==> src/rtl/fetch_stage_if.sv <==
// rtl/fetch_stage_if.sv - instruction-memory request/ack handshake between fetch and imem
interface fetch_stage_if;
  logic        imem_req;
  logic [63:0] imem_addr;
  logic        imem_ack;
  logic [31:0] imem_rdata;

  modport master (output imem_req, imem_addr, input imem_ack, imem_rdata);
  modport slave  (input imem_req, imem_addr, output imem_ack, imem_rdata);
endinterface

==> src/rtl/fetch_stage.sv <==
// rtl/fetch_stage.sv - PC owner, imem fetch handshake, IF/ID register, skid buffer, delay-slot redirects
module fetch_stage #(
  parameter logic [63:0] RESET_PC = 64'h0,
  parameter logic [31:0] NOP_WORD = 32'h8B1F03FF
) (
  input  logic          clk,
  input  logic          reset,
  fetch_stage_if.master imem,
  input  logic          stall,
  input  logic          br_taken,
  input  logic [1:0]    br_sel,
  input  logic [25:0]   BrAddr26,
  input  logic [18:0]   CondAddr19,
  input  logic [63:0]   br_reg_val,
  output logic [31:0]   instruction,
  output logic [63:0]   if_pc,
  output logic          if_valid
);

  typedef enum logic {FETCH, BUFFERED} state_t;

  state_t      state, state_n;
  logic        req_q, req_n;
  logic [63:0] fetch_pc, fetch_pc_n;
  logic [31:0] instr_n;
  logic [63:0] if_pc_n;
  logic        if_valid_n;
  logic [31:0] skid_word, skid_word_n;
  logic [63:0] skid_pc, skid_pc_n;
  logic        pend_valid, pend_valid_n;
  logic [63:0] pend_target, pend_target_n;

  logic        fetch_done;
  logic        br_acc;
  logic [63:0] off26, off19, br_target, next_addr;

  assign imem.imem_req  = req_q;
  assign imem.imem_addr = fetch_pc & ~64'h3;

  // req_q gates the ack so nothing completes before the first request is issued
  assign fetch_done = req_q & imem.imem_ack;
  assign br_acc     = br_taken & if_valid & ~stall;

  assign off26 = {{36{BrAddr26[25]}}, BrAddr26, 2'b00};
  assign off19 = {{43{CondAddr19[18]}}, CondAddr19, 2'b00};

  always_comb begin
    br_target = br_reg_val & ~64'h3;
    case (br_sel)
      2'b00:   br_target = if_pc + off26;
      2'b01:   br_target = if_pc + off19;
      default: br_target = br_reg_val & ~64'h3;
    endcase
  end

  // A redirect accepted this cycle outranks a parked one, which outranks sequential flow
  assign next_addr = br_acc     ? br_target   :
                     pend_valid ? pend_target : fetch_pc + 64'd4;

  always_comb begin
    state_n       = state;
    fetch_pc_n    = fetch_pc;
    instr_n       = instruction;
    if_pc_n       = if_pc;
    if_valid_n    = if_valid;
    skid_word_n   = skid_word;
    skid_pc_n     = skid_pc;
    pend_valid_n  = pend_valid;
    pend_target_n = pend_target;

    case (state)
      FETCH: begin
        if (fetch_done) begin
          fetch_pc_n   = next_addr;
          pend_valid_n = 1'b0;
          if (stall) begin
            skid_word_n = imem.imem_rdata;
            skid_pc_n   = fetch_pc;
            state_n     = BUFFERED;
          end else begin
            instr_n    = imem.imem_rdata;
            if_pc_n    = fetch_pc;
            if_valid_n = 1'b1;
          end
        end else if (!stall) begin
          instr_n    = NOP_WORD;
          if_valid_n = 1'b0;
          if (br_acc) begin
            pend_valid_n  = 1'b1;
            pend_target_n = br_target;
          end
        end
      end
      BUFFERED: begin
        if (!stall) begin
          instr_n    = skid_word;
          if_pc_n    = skid_pc;
          if_valid_n = 1'b1;
          state_n    = FETCH;
          // Skid word is the delay slot and nothing is in flight, so retarget directly
          if (br_acc) fetch_pc_n = br_target;
        end
      end
      default: state_n = FETCH;
    endcase

    req_n = (state_n == FETCH);
  end

  always_ff @(posedge clk or negedge reset) begin
    if (!reset) begin
      state       <= FETCH;
      req_q       <= 1'b0;
      fetch_pc    <= RESET_PC;
      instruction <= NOP_WORD;
      if_pc       <= 64'h0;
      if_valid    <= 1'b0;
      skid_word   <= NOP_WORD;
      skid_pc     <= 64'h0;
      pend_valid  <= 1'b0;
      pend_target <= 64'h0;
    end else begin
      state       <= state_n;
      req_q       <= req_n;
      fetch_pc    <= fetch_pc_n;
      instruction <= instr_n;
      if_pc       <= if_pc_n;
      if_valid    <= if_valid_n;
      skid_word   <= skid_word_n;
      skid_pc     <= skid_pc_n;
      pend_valid  <= pend_valid_n;
      pend_target <= pend_target_n;
    end
  end

endmodule

==> src/flat_wrapper.sv <==
// flat-port wrapper written by rule: the top's interface ports become plain ports
module fetch_stage_flat 
#(
  parameter logic [63:0] RESET_PC = 64'h0,
  parameter logic [31:0] NOP_WORD = 32'h8B1F03FF
)
  (clk, reset, stall, br_taken, br_sel, BrAddr26, CondAddr19, br_reg_val, instruction, if_pc, if_valid, imem_imem_req, imem_imem_addr, imem_imem_ack, imem_imem_rdata);
  fetch_stage_if imem_i ();
  input  logic clk;
  input  logic reset;
  input  logic stall;
  input  logic br_taken;
  input  logic [1:0] br_sel;
  input  logic [25:0] BrAddr26;
  input  logic [18:0] CondAddr19;
  input  logic [63:0] br_reg_val;
  output logic [31:0] instruction;
  output logic [63:0] if_pc;
  output logic if_valid;
  output wire logic [$bits(imem_i.imem_req)-1:0] imem_imem_req;
  output wire logic [$bits(imem_i.imem_addr)-1:0] imem_imem_addr;
  input wire logic [$bits(imem_i.imem_ack)-1:0] imem_imem_ack;
  input wire logic [$bits(imem_i.imem_rdata)-1:0] imem_imem_rdata;
  assign imem_imem_req = imem_i.imem_req;
  assign imem_imem_addr = imem_i.imem_addr;
  assign imem_i.imem_ack = imem_imem_ack;
  assign imem_i.imem_rdata = imem_imem_rdata;
  fetch_stage #(.RESET_PC(RESET_PC), .NOP_WORD(NOP_WORD)) u_core (.clk(clk), .reset(reset), .imem(imem_i), .stall(stall), .br_taken(br_taken), .br_sel(br_sel), .BrAddr26(BrAddr26), .CondAddr19(CondAddr19), .br_reg_val(br_reg_val), .instruction(instruction), .if_pc(if_pc), .if_valid(if_valid));
endmodule
==> config.mk <==
export PLATFORM = sky130hd
export DESIGN_NAME = fetch_stage_flat
export DESIGN_NICKNAME = d
export VERILOG_FILES = /design/src/rtl/fetch_stage_if.sv /design/src/rtl/fetch_stage.sv /design/src/flat_wrapper.sv
export SDC_FILE = /design/constraint.sdc
export NUM_CORES = 1
export LEC_CHECK = 0
export CORE_UTILIZATION = 40
export DETAILED_ROUTE_END_ITERATION = 10
export PLACE_DENSITY_LB_ADDON = 0.1
export SYNTH_ARGS = -nofsm -noshare
export SYNTH_HDL_FRONTEND = slang
export SYNTH_SLANG_ARGS = --single-unit
==> constraint.sdc <==
create_clock -name clk -period 3.8 [get_ports clk]
set_input_delay 0.76 -clock clk [delete_from_list [all_inputs] [get_ports clk]]
set_output_delay 0.76 -clock clk [all_outputs]
set_load 0.03 [all_outputs]
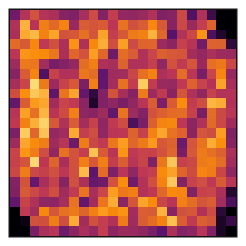
Fig. 1. Cell density map.
Scale: 1 px per um. The die is cut into 23 by 23 equal tiles; black is low, pale yellow is high, 0 to 100% covered.
tiles over 75% full = 11%
mean over tiles = 53%
fullest tile = 93%
nearly empty tiles = 2.1%
Pre-Place Util: 0.408
Core Area: 0.0492 mm2
Final Core Density: 0.568

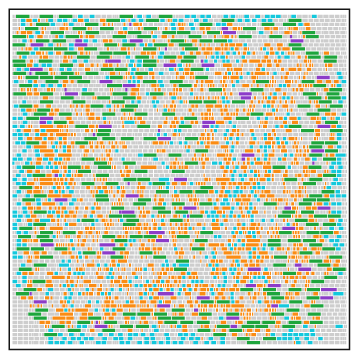
Fig. 2. Placed cells, one colour a class.
Scale: 1.5 px per um. Fill, decap, tap and diode cells in grey.
cyan -> other buffers and delay cells  # cells 649
orange -> combinational and other logic  # cells 1708
green -> flops  # cells 324
purple -> clock drivers and dummy loads  # cells 73
design area: 0.0279 mm2
row cnt: 81
Seq/total area: 0.292

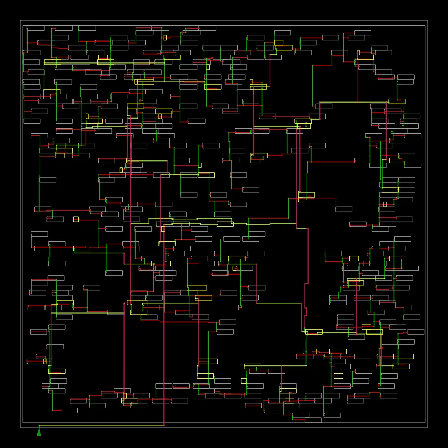
Fig. 3. Clock wiring as the flow saved it.
CTS sink cnt: 324
clk_lat worst skew: 0.59 ns

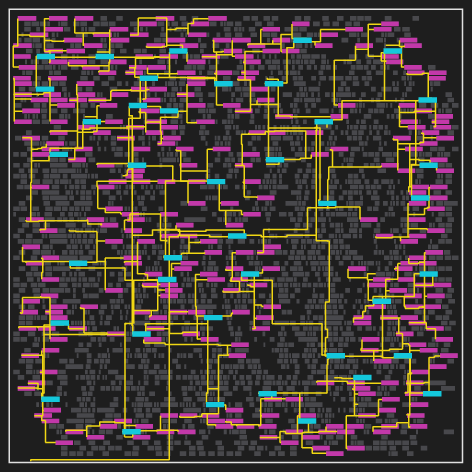
Fig. 4. Clock distribution.
Scale: 2 px per um.
cyan -> clock drivers  # count 40
yellow -> clock wires  # length 5250 um
magenta -> flip-flops  # count 324
flops lie = spread over the die
routed clock nets = 41
clock share of power: 0.186
clk_skew: 0.0132 ns

## sequential cells by signal, indices dropped and copies added, names as in the netlist, 32 cells and up
| signal | count |
|---|---|
| u_core.instruction | 32 |
| u_core.skid_pc | 64 |
| u_core.if_pc | 64 |
| u_core.pend_target | 64 |
| u_core.skid_word | 32 |
| u_core.fetch_pc | 64 |
## through the flow
| step | cells | setup TNS, ns | instance area [um2] | util | hold slack, ns |
|---|---|---|---|---|---|
| floorplan | 2241 | -5.86 | 20200 | - | 0.440 |
| CTS | 3410 | -0.0189 | 27300 | 0.556 | 0.0943 |
| finish | 3419 | -0.0419 | 27900 | 0.568 | 0.0936 |
| global placement | 3331 | -88.85 | 25700 | 0.522 | 0.454 |
| global route | 3419 | -1.01 | 27900 | 0.568 | 0.113 |
| detailed placement | 3331 | -96.23 | 25700 | 0.522 | 0.463 |
## synth_stat cells (28+ instances only)
master	instances	share of area
a21o_1	43	0.016
a21oi_1	135	0.034
buf_4	64	0.024
clkbuf_1	129	0.024
dfrtp_1	286	0.36
dfstp_2	38	0.050
ha_1	68	0.042
inv_1	28	0.0052
mux2_2	122	0.069
mux2i_1	93	0.046
nand2_1	368	0.069
nand3_1	39	0.0097
nand4_1	34	0.011
nor2_1	96	0.018
o21ai_0	265	0.066
o22ai_1	31	0.0097
xnor2_1	55	0.024
xor2_1	43	0.019
## logic make-up after synthesis
logic type               share of synthesized area
adder cells (fa/ha/maj)                     0.0434
multiplexers                                 0.115
buffers and inverters                       0.0566
XOR/XNOR                                    0.0428
flip-flops                                   0.407
other                                     0.000187
AND/OR/NAND/NOR                              0.142
AND-OR/OR-AND                                0.193
## power by group
part | leakage, nW | internal (mW) | switching, mW
Combinational | 7.50 | 5.40 | 5.87
Clock | 0.664 | 2.34 | 1.66
Sequential | 3.91 | 4.83 | 1.39
==> flow_summary.yaml <==
# yosys + openroad results
status:
  status: "finished with violations"
  violations: "negative setup slack"
final_layout:
  comb_area_share: 0.418
  synthToLayoutAreaGrowth_pct: 39.3
  multi_input_comb_cells: 1679
  final-clk-cell-share: 0.0488
  drive_above_1_share: 0.257
  dominant_cells: "logic gates"
  layout.nets: 2940
  logic_area_mm2: 0.0117
  inverters: 29
  fillers: 4397
  n_all_buffers: 649
  diodes: 1
  clock_buffers: 58
power_and_ir_drop:
  power_mw: 21.5
  irDropWorstVdd_uv: 462
  p_leak_nw: 12.1
  power.density_mw_per_mm2: 769
drt:
  wl_per_cell_um: 21.1
  wl_met2_um: 34200
  wl_met3_um: 4030
  num_vias: 18800
  drt_first_pass_iters: 5
  drtIter0Drc: 1263
  via_per_inst: 5.50
die:
  taps: 664
  dieHeight_um: 226
  die_area_mm2: 0.0510
  die_width_um: 226
timing:
  setup_ws_ns: -0.0363
  setup_violations: 2
  fin_crit_ns: 3.84
  max_slew.worst_pin.slew_ns: 1.33
  finalCritPeriodShare: 1.01
  relSlewSlack: 0.109
global_route:
  grt_util_met1: 0.376
  antenna_found_initial: 2
  grt_first_pass_wirelength_um: 110000
  use_met3: 0.0437
  grt_max_degree: 99
  grt_most_used_layer: "met2"
  overflow: 0
  grt_pass1_vias: 18600
  gr-usage-all-layers: 0.280
placed_design:
  post-dp-hpwl_um: 51900
  post-place-ws_ns: -1.27
  gp_congestion: 0.954
flow_run:
  cap_violations: 0
  warnings: 37
logic_synthesis:
  async_reset_ff_frac: 1.00
  yosys_warnings: 0
  ys_seq_share: 0.407
  syn_inst: 2240
  synth.avg_cell_area_um2: 8.95
  ys_types: 72
  ys_seq_elements: 324
  yosys_area_mm2: 0.0200
  ys_cells: 2240
  synth_area_mm2: 0.0200
  edf_count: 0
clock_network:
  root_buffer: "clkbuf_16"
  cts_resized: 52
  cts_inserted_buffers: 40
  cts_tree: "built"
  clk_pin_slew_worst_paths_ns: 0.06
min_path:
  min_path_type: "primary input to asynchronous set/reset pin"
worst_setup_path:
  crit_family: "AND-OR/OR-AND gates"
  cp.arrival_ns: 4.21
  crit_required_ns: 4.18
  start_kind: "primary input"
  regToRegEndpoint: "u_core.fetch_pc[55]$_DFFE_PN0P_"
  cp_max_fo: 7
  cp_num_cells: 16
  crit_slowest_cell: "a2111o_1"
  startpoint: "br_sel[1]"
  r2r_slack_ns: 0.26
Power figures rest on the tool's default switching activity, not on a simulated workload.
